==> src/rtl/suma_pkg.sv <==
// Shared types and constants for the digit-serial BCD adder.
package suma_pkg;

  typedef enum logic [1:0] {
    REPOSO  = 2'd0,
    SUMANDO = 2'd1,
    FIN     = 2'd2
  } estado_suma_t;

  typedef logic [3:0] bcd_t;

  localparam bcd_t       BCD_MAX  = 4'd9;
  localparam logic [4:0] BCD_CORR = 5'd6;

endpackage

==> src/rtl/sumador_digito_bcd.sv <==
// Combinational single-digit BCD adder with decimal carry correction.
module sumador_digito_bcd
  import suma_pkg::*;
(
  input  bcd_t a,
  input  bcd_t b,
  input  logic cin,
  output bcd_t digit,
  output logic cout
);

  logic [4:0] s_c;

  always_comb begin
    s_c   = 5'(a) + 5'(b) + 5'(cin);
    digit = s_c[3:0];
    cout  = 1'b0;
    if (s_c > 5'(BCD_MAX)) begin
      digit = 4'(s_c + BCD_CORR);
      cout  = 1'b1;
    end
  end

endmodule

==> src/rtl/suma_bcd_serial.sv <==
// Digit-serial BCD adder, LSD first, one digit per clock.
// Optional operand digit checking enabled by macro SUMA_BCD_CHECK_EN.
module suma_bcd_serial
  import suma_pkg::*;
#(
  parameter int unsigned N_DIGITS = 4
) (
  input  logic                       clk,
  input  logic                       rst,
  input  logic [N_DIGITS-1:0][3:0]   operando_a,
  input  logic [N_DIGITS-1:0][3:0]   operando_b,
  input  logic                       suma,
  input  logic                       rst_sv,
  output logic [N_DIGITS:0][3:0]     resultado,
  output logic                       ocupado,
  output logic                       listo,
  output logic                       error_bcd
);

  localparam int unsigned IDX_W     = (N_DIGITS > 1) ? $clog2(N_DIGITS) : 1;
  localparam int unsigned RES_IDX_W = $clog2(N_DIGITS + 1);

  estado_suma_t estado_q, estado_d;

  logic                     carga_c, paso_c, ultimo_c, cierre_c;
  logic                     clr_c;
  bcd_t [N_DIGITS-1:0]      a_q, b_q;
  logic [IDX_W-1:0]         idx_q;
  logic                     carry_q;
  bcd_t                     digito_c;
  logic                     cout_c;

  assign clr_c = rst | rst_sv;

  sumador_digito_bcd u_sumador (
    .a     (a_q[idx_q]),
    .b     (b_q[idx_q]),
    .cin   (carry_q),
    .digit (digito_c),
    .cout  (cout_c)
  );

  always_ff @(posedge clk) begin
    if (clr_c) estado_q <= REPOSO;
    else       estado_q <= estado_d;
  end

  // Next state and per-cycle control strobes
  always_comb begin
    estado_d = estado_q;
    carga_c  = 1'b0;
    paso_c   = 1'b0;
    ultimo_c = 1'b0;
    cierre_c = 1'b0;
    case (estado_q)
      REPOSO: begin
        if (suma) begin
          carga_c  = 1'b1;
          estado_d = SUMANDO;
        end
      end
      SUMANDO: begin
        paso_c = 1'b1;
        if (idx_q == IDX_W'(N_DIGITS - 1)) begin
          ultimo_c = 1'b1;
          estado_d = FIN;
        end
      end
      FIN: begin
        cierre_c = 1'b1;
        estado_d = REPOSO;
      end
      default: estado_d = REPOSO;
    endcase
  end

  always_ff @(posedge clk) begin
    if (clr_c) begin
      a_q       <= '0;
      b_q       <= '0;
      idx_q     <= '0;
      carry_q   <= 1'b0;
      resultado <= '0;
      ocupado   <= 1'b0;
      listo     <= 1'b0;
    end else begin
      listo <= cierre_c;
      if (carga_c) begin
        a_q       <= operando_a;
        b_q       <= operando_b;
        idx_q     <= '0;
        carry_q   <= 1'b0;
        resultado <= '0;
        ocupado   <= 1'b1;
      end
      if (paso_c) begin
        resultado[RES_IDX_W'(idx_q)] <= digito_c;
        carry_q                      <= cout_c;
        idx_q                        <= ultimo_c ? '0 : idx_q + IDX_W'(1);
        if (ultimo_c) ocupado <= 1'b0;
      end
      // Final carry becomes the top digit together with the listo strobe
      if (cierre_c) resultado[N_DIGITS] <= {3'b000, carry_q};
    end
  end

`ifdef SUMA_BCD_CHECK_EN
  logic hay_invalido_c;

  always_comb begin
    hay_invalido_c = 1'b0;
    for (int i = 0; i < int'(N_DIGITS); i++) begin
      if (operando_a[i] > BCD_MAX || operando_b[i] > BCD_MAX) hay_invalido_c = 1'b1;
    end
  end

  always_ff @(posedge clk) begin
    if (clr_c)        error_bcd <= 1'b0;
    else if (carga_c) error_bcd <= hay_invalido_c;
  end
`else
  assign error_bcd = 1'b0;
`endif

endmodule

==> config.mk <==
export PLATFORM = sky130hd
export DESIGN_NAME = suma_bcd_serial
export DESIGN_NICKNAME = d
export VERILOG_FILES = /design/src/rtl/suma_pkg.sv /design/src/rtl/sumador_digito_bcd.sv /design/src/rtl/suma_bcd_serial.sv
export SDC_FILE = /design/constraint.sdc
export NUM_CORES = 1
export LEC_CHECK = 0
export CORE_ASPECT_RATIO = 0.5
export CORE_MARGIN = 2
export CORE_UTILIZATION = 50
export CTS_BUF_LIST = sky130_fd_sc_hd__clkbuf_4
export CTS_CLUSTER_SIZE = 12
export DETAILED_ROUTE_END_ITERATION = 8
export GPL_TIMING_DRIVEN = 0
export PLACE_DENSITY = 0.86
export REMOVE_ABC_BUFFERS = 1
export SLEW_MARGIN = 20
export SYNTH_ARGS = -nofsm -noshare
export SYNTH_HDL_FRONTEND = slang
export SYNTH_HIERARCHICAL = 1
export SYNTH_SLANG_ARGS = --single-unit
==> constraint.sdc <==
create_clock -name clk -period 3.9 [get_ports clk]
set_input_delay 0.78 -clock clk [delete_from_list [all_inputs] [get_ports clk]]
set_output_delay 0.78 -clock clk [all_outputs]
set_load 0.02 [all_outputs]
==> out/qor.txt, run 1 <==
status -> complete, no violations
number of enable flip-flop cells -> 0
HP Class -> reg2reg
largest net degree at the start of global routing -> 40
total negative slack -> 0 ns
Clk pwr share -> 0.255
r2r endpoint -> resultado[6]$_SDFF_PP0_
ClkCell Share -> 0.0163
CTS tree -> built
final period utilization -> 0.937
Hold Slack -> 0.464 ns
Met3 Routed Length -> 191 µm
critical path capture point type -> register
ao+oa area frac -> 0.171
combinational power share -> 0.128
DR iter-0 viols -> 83
Non-CTS buffers -> 56
grt met1 use -> 0.231
post-layout min period -> 3.65 ns
sequential portion of the cell area -> 0.366
slew margin rel. -> 0.496
slowest stage delay, CP -> 0.53 ns
Crit-path slowest cell -> mux4_2
most used cell, CP -> fa_1
DR WL met2 -> 2580 µm
Core Util at FP -> 0.539
CTS H-tree lvls -> 2
DP Area -> 3010 µm²
ANT cells -> 0
Final ANT Viol Nets -> 0
Final Worst Setup Slack -> 0.247 ns
fraction of area in multi-input gates -> 0.403
cell count in the Yosys report -> 264
worst setup path start -> idx_q[0]$_SDFFE_PP0P_
yosys stat chip area -> 2470 µm²
Top Layer Used -> met4
Final Setup Violations -> 0
grt met3 use -> 0.0481
r2r setup slk -> 0.25 ns
xor and xnor area share after synthesis -> 0.00710
DR pass1 iterations -> 4
largest class -> logic gates
GP Congestion -> 0.744
Adder Area Share -> 0.0568
crit path to -> resultado[6]$_SDFF_PP0_
Synth warnings -> 6
Cell Area, Synth -> 2470 µm²
hpwl dp -> 3730 µm
non-clock inverter count -> 4
Post-CTS Setup Repair Bufs -> 0
fraction of cell area in non-clock buffers -> 0.183
worst vdd rail ir drop -> 0.000157 V
clock root buffer master -> clkbuf_4
count of pins over their slew limit -> 0
vias in the first global route -> 1932
Area leader share -> 0.455
layout cell share with drive strength beyond 1 -> 0.0812
GR peak layer -> met2
MUX share of area -> 0.0771
# fillers -> 341
Cell variety after synth -> 36
Yosys top cell by area -> dfxtp_1
Layout area overhead -> 24.8%
Chip Width -> 103 µm
Final Hold Violation Tally -> 0
Worst Path Max Fanout -> 8
Max Freq -> 274 MHz
r2r worst-path depth -> 10
unrepaired setup endpoints after global routing -> no
hold_sp -> a_q[7]$_SDFFE_PP0P_
sequential share of power -> 0.617
Max-cap violations -> 0
total gr overflow -> 0
chip area -> 5540 µm²
Critical Path Start Type -> register
total track usage -> 0.205
post-route insts no fill -> 374
drt wl/cell -> 13.7 µm
Top Ports -> 59
Logic family by area -> simple AND/OR/NAND/NOR gates
total tool warning count -> 28
-- run 1: cell usage in the layout (no fill, tap or decap), types with 2 or more instances in the layout --
cell type and count:
nand2_1 66, dfxtp_1 54, clkdlybuf4s50_1 54, a21oi_1 38, a32o_1 16, mux4_2 8, nor2_1 8, ha_1 8
clkbuf_4 6, and2_1 5, inv_1 4, and3b_1 4, conb_1 4, nand3_1 3, nor2b_1 2, xnor2_1 2
fa_1 2
-- run 1: power by group through the flow --
stage	clock network (µW)	logic, µW	registers (µW)
after global routing	270	137	593
after global placement	0	114	604
after detailed placement	0	120	605
after CTS	248	121	593
final	245	123	591
after floorplan	0	64.4	604
-- run 1: state kept, by name, indices dropped and copies added, names as in the netlist --
register and count:
b_q 16, ocupado 1, idx_q 2, a_q 16
carry_q 1, listo 1, resultado 17, estado_q 2
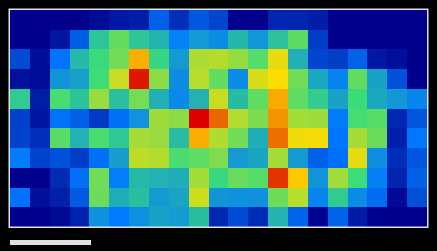
*Wire density map, run 1*
Scale bar: 20 µm. 21 x 11 tiles, from dark blue (low) to red (high), scaled to the fullest tile. Values are wire area over tile area, all layers added.
tiles over half the peak: 29%
mean over tiles: 0.15
fullest tile: 0.43
densest ninth of the die: centre

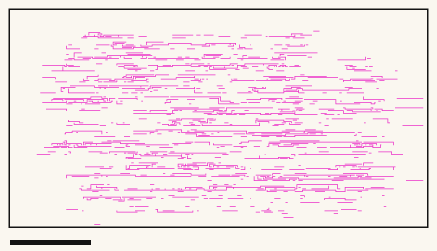
*Metal 1, run 1*
Scale bar: 20 µm.
longest straight run: 23.0 µm
share of all routed wire: 45%

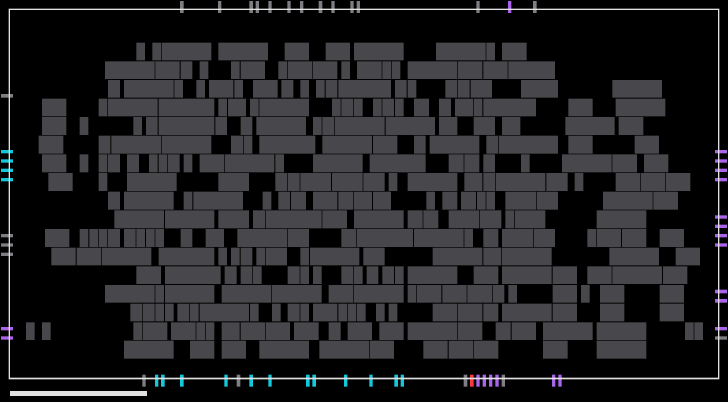
*I/O pins on the die edge, run 1*
Scale bar: 20 µm. Pins as bars across the die edge, other pins in grey.
[purple] `resultado` | pins: 20 | direction: output | edge: 11 east, 6 south, 2 west, 1 north
[red] `rst_sv` | pins: 1 | direction: input | edge: south
[cyan] `operando_a` | pins: 16 | direction: input | edge: 12 south, 4 west

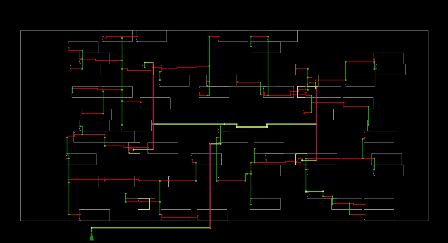
*Clock nets, run 1*
clock buffer count from CTS: 5
Clock Skew: 0.00711 ns
TritonCTS Sinks: 56
P_clk: 245 µW
final sequential cell count: 56

### Sequential cells coloured by netlist name, run 1

Scale bar: 20 µm.
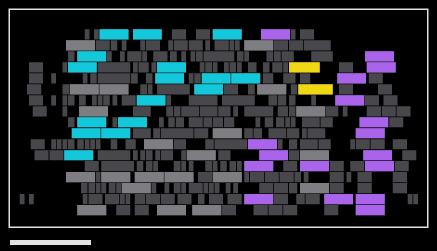

==> run 2: changes to the inputs <==
- SLEW_MARGIN: 20 -> not set
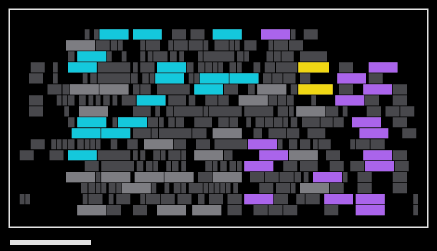
*Sequential cells coloured by netlist name, run 2*
Scale bar: 20 µm.
[yellow] `idx_q` | flops: 2
[purple] `resultado` | flops: 17
[cyan] `b_q` | flops: 16
not coloured: 21

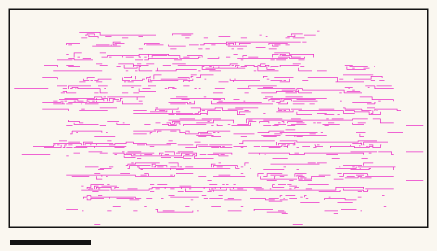
*Metal 1, run 2*
Scale bar: 20 µm.
grt met1 use: 0.219
via count: 2022
Total Routed Length: 5190 µm

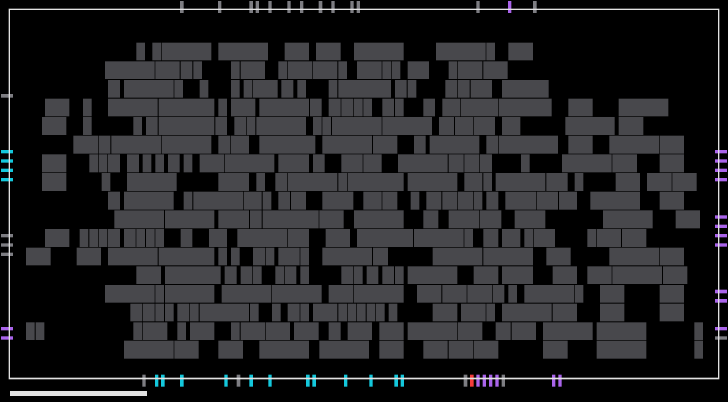
*I/O pins on the die edge, run 2*
Scale bar: 20 µm. Pins as bars across the die edge, other pins in grey.
[red] `rst_sv` | pins: 1 | direction: input | edge: south
[cyan] `operando_a` | pins: 16 | direction: input | edge: 12 south, 4 west
[purple] `resultado` | pins: 20 | direction: output | edge: 11 east, 6 south, 2 west, 1 north
all pins by edge: 23 south, 14 north, 12 east, 10 west

==> run 2 against run 1 <==
Critical path depth stayed put. Global-route usage is 0.63 points lower. Core utilization is 0.11 points higher. Register-to-register slack better by 0.04 ns. Clock-buffer cell count stayed put. Maximum frequency is 1.2% higher. Sequential cell count stayed put. Critical path type unchanged. Largest cell class unchanged.
==> out/qor.txt, run 2 <==
Layout area overhead -> 25.0%
GR peak layer -> met2
Final Setup Violations -> 0
ANT cells -> 0
total tool warning count -> 28
clock buffer count from CTS -> 5
DP Area -> 3000 µm²
chip area -> 5540 µm²
r2r setup slk -> 0.29 ns
Max-cap violations -> 0
total track usage -> 0.198
count of pins over their slew limit -> 0
DR WL met2 -> 2690 µm
status -> complete, no violations
largest class -> logic gates
GP Congestion -> 0.744
Yosys top cell by area -> dfxtp_1
fraction of area in multi-input gates -> 0.402
cell count in the Yosys report -> 264
CTS tree -> built
Cell variety after synth -> 36
largest net degree at the start of global routing -> 40
Top Ports -> 59
Area leader share -> 0.455
slew margin rel. -> 0.200
critical path capture point type -> register
r2r endpoint -> resultado[6]$_SDFF_PP0_
total negative slack -> 0 ns
DR pass1 iterations -> 4
Core Util at FP -> 0.539
P_comb -> 123 µW
Worst Path Max Fanout -> 7
Clk pwr share -> 0.252
hold_sp -> a_q[12]$_SDFFE_PP0P_
vias in the first global route -> 1929
Top Layer Used -> met4
r2r worst-path depth -> 10
clock root buffer master -> clkbuf_4
DR iter-0 viols -> 97
final period utilization -> 0.925
CTS H-tree lvls -> 2
Seq power -> 591 µW
fraction of cell area in non-clock buffers -> 0.185
sequential portion of the cell area -> 0.365
layout cell share with drive strength beyond 1 -> 0.0809
Max Freq -> 277 MHz
total gr overflow -> 0
worst vdd rail ir drop -> 0.000131 V
Biggest register -> resultado
sequential share of power -> 0.619
post-layout min period -> 3.61 ns
dominant logic cell types in the final layout -> nand2_1 (66), dfxtp_1 (54), clkdlybuf4s50_1 (54)
worst setup path start -> idx_q[0]$_SDFFE_PP0P_
drt wl/cell -> 13.8 µm
Post-CTS Setup Repair Bufs -> 0
combinational power share -> 0.129
Largest regs -> resultado: 17 flops, a_q: 16 flops, b_q: 16 flops
TritonCTS Sinks -> 56
Cell Area, Synth -> 2470 µm²
Met3 Routed Length -> 208 µm
Critical Path Start Type -> register
non-clock inverter count -> 4
Synth warnings -> 6
final sequential cell count -> 56
Chip Width -> 103 µm
## run 2: cell count changes in the layout (fill, tap and decap cells not counted), sizes merged
cell,previous run,this run
buf,2,3
## run 2: logic make-up (layout without fill, tap and decap cells)
kind of cell,after synthesis,count (layout),share of synthesized area
buffers and inverters,26,68,0.0487
other,1,4,0.00152
XOR/XNOR,2,2,0.00710
flip-flops,56,56,0.455
AND-OR/OR-AND,62,62,0.171
adder cells (fa/ha/maj),10,10,0.0568
multiplexers,9,9,0.0771
AND/OR/NAND/NOR,98,98,0.183
## run 2: worst max-delay path, stage by stage, from the launching register on
cell and delay [ns]:
dfxtp_4 0.43, mux4_2 0.53, fa_1 0.48, fa_1 0.43
xnor2_1 0.18, ha_1 0.26, a31o_1 0.24, o31ai_4 0.34
mux2i_1 0.24, and2_1 0.26, a32o_1 0.16
### Wire density map, run 2

Scale bar: 20 µm. 21 x 11 tiles, from dark blue (low) to red (high), scaled to the fullest tile. Values are wire area over tile area, all layers added.
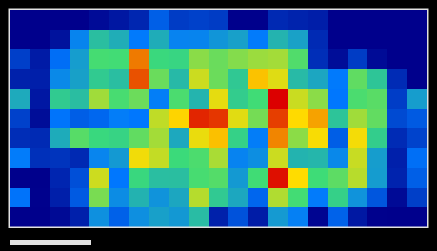

==> run 3: changes to the inputs <==
- CORE_ASPECT_RATIO: 0.5 -> not set
- SYNTH_HIERARCHICAL: 1 -> not set
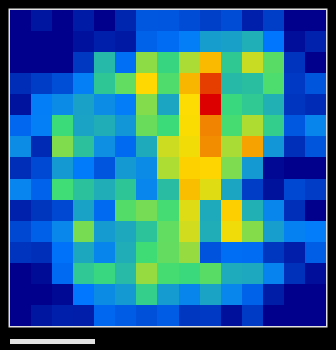
*Wire density map, run 3*
Scale bar: 20 µm. 15 x 15 tiles, from dark blue (low) to red (high), scaled to the fullest tile. Values are wire area over tile area, all layers added.
fullest tile: 0.46
nearly empty tiles: 12%
emptiest ninth of the die: north-west
densest ninth of the die: centre
mean over tiles: 0.14

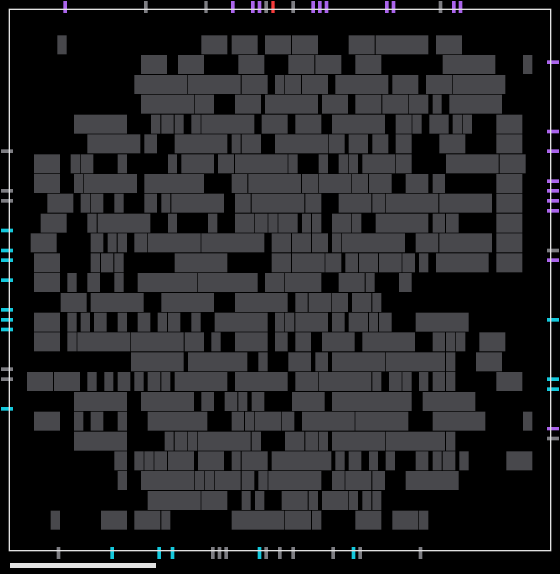
*I/O pins on the die edge, run 3*
Scale bar: 20 µm. Pins as bars across the die edge, other pins in grey.
[red] `rst_sv` | pins: 1 | direction: input | edge: north
[cyan] `operando_a` | pins: 16 | direction: input | edge: 8 west, 5 south, 3 east
[purple] `resultado` | pins: 20 | direction: output | edge: 11 north, 9 east
all pins by edge: 17 north, 15 south, 14 east, 13 west

==> run 3 against run 2 <==
Via count is 0.74% higher. Clock-buffer cell count fell by 1. Area after synthesis fell by 0.25%. Critical endpoint is now resultado[14]$_SDFF_PP0_.
==> out/qor.txt, run 3 <==
status -> complete, no violations
clock buffer count from CTS -> 5
via count -> 2037
Largest delay share family, worst path -> adder cells
number of enable flip-flop cells -> 0
non-clock inverter count -> 4
Worst Path Max Fanout -> 13
final sequential cell count -> 56
DR pass1 iterations -> 4
Biggest register -> resultado
worst vdd rail ir drop -> 0.000176 V
xor and xnor area share after synthesis -> 0.00356
crit path to -> resultado[14]$_SDFF_PP0_
r2r endpoint -> resultado[14]$_SDFF_PP0_
sequential share of power -> 0.578
Layout area overhead -> 25.5%
ClkCell Share -> 0.0243
cell count in the Yosys report -> 275
DP Area -> 3000 µm²
total gr overflow -> 0
Crit-path slowest cell -> mux4_2
CTS tree -> built
# fillers -> 398
r2r worst-path depth -> 10
slew margin rel. -> 0.199
Area leader share -> 0.456
GP Congestion -> 0.822
Clk pwr share -> 0.297
Chip Width -> 74.1 µm
Max Freq -> 269 MHz
Cell Area, Synth -> 2460 µm²
total track usage -> 0.190
slowest stage delay, CP -> 0.54 ns
yosys stat chip area -> 2460 µm²
unrepaired setup endpoints after global routing -> no
hold_sp -> b_q[15]$_SDFFE_PP0P_
Adder Area Share -> 0.0570
post-layout min period -> 3.72 ns
largest class -> logic gates
Final Setup Violations -> 0
most used cell, CP -> fa_1
Basic Gates by Area -> 0.177
combinational power share -> 0.125
Hold Slack -> 0.464 ns
total negative slack -> 0 ns
clock root buffer master -> clkbuf_4
MUX share of area -> 0.0814
drt wl/cell -> 12.7 µm
critical path capture point type -> register
layout cell share with drive strength beyond 1 -> 0.0658
ao+oa area frac -> 0.180
Core Util at FP -> 0.521
post-route insts no fill -> 386
count of pins over their slew limit -> 0
TritonCTS Sinks -> 56
Final ANT Viol Nets -> 0
fraction of cell area in non-clock buffers -> 0.175
Top Ports -> 59
chip area -> 5500 µm²
largest power group -> sequential cells
largest net degree at the start of global routing -> 48
ANT cells -> 0
CTS H-tree lvls -> 2
fraction of area in multi-input gates -> 0.403
hpwl dp -> 3470 µm
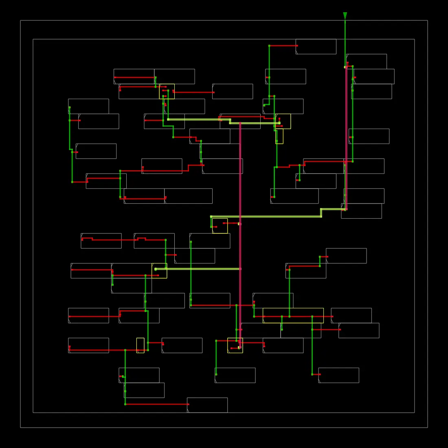
*Clock nets, run 3*
Clock Skew: 0.00296 ns
P_clk: 303 µW
CLK BUF: 5
Late-Pin Clk Latency: 0.37 ns

run 3: cell count changes in the layout (fill, tap and decap cells not counted), sizes merged, moves of 3 or more:
| cell | before | now |
|---|---|---|
| nor2 | 9 | 17 |
| buf | 3 | 0 |
| a22oi | 0 | 6 |
| a32o | 16 | 8 |
| a311oi | 0 | 4 |
| and3 | 1 | 5 |
| and3b | 4 | 0 |
| a21oi | 38 | 43 |
run 3: routing by layer:
metal,GRT usage,routed length (µm),vias up
met3,0.0325,192,10
met2,0.316,2320,49
li1,-,-,1042
met4,0.0727,108,0
met5,0,0,-
met1,0.249,2270,936
run 3: what timing repair did:
item                                    CTS  global route
gates resized                             2             4
endpoints found under the setup margin    8             8
setup buffers                             0             0
Power is estimated from default activity; no workload was simulated.
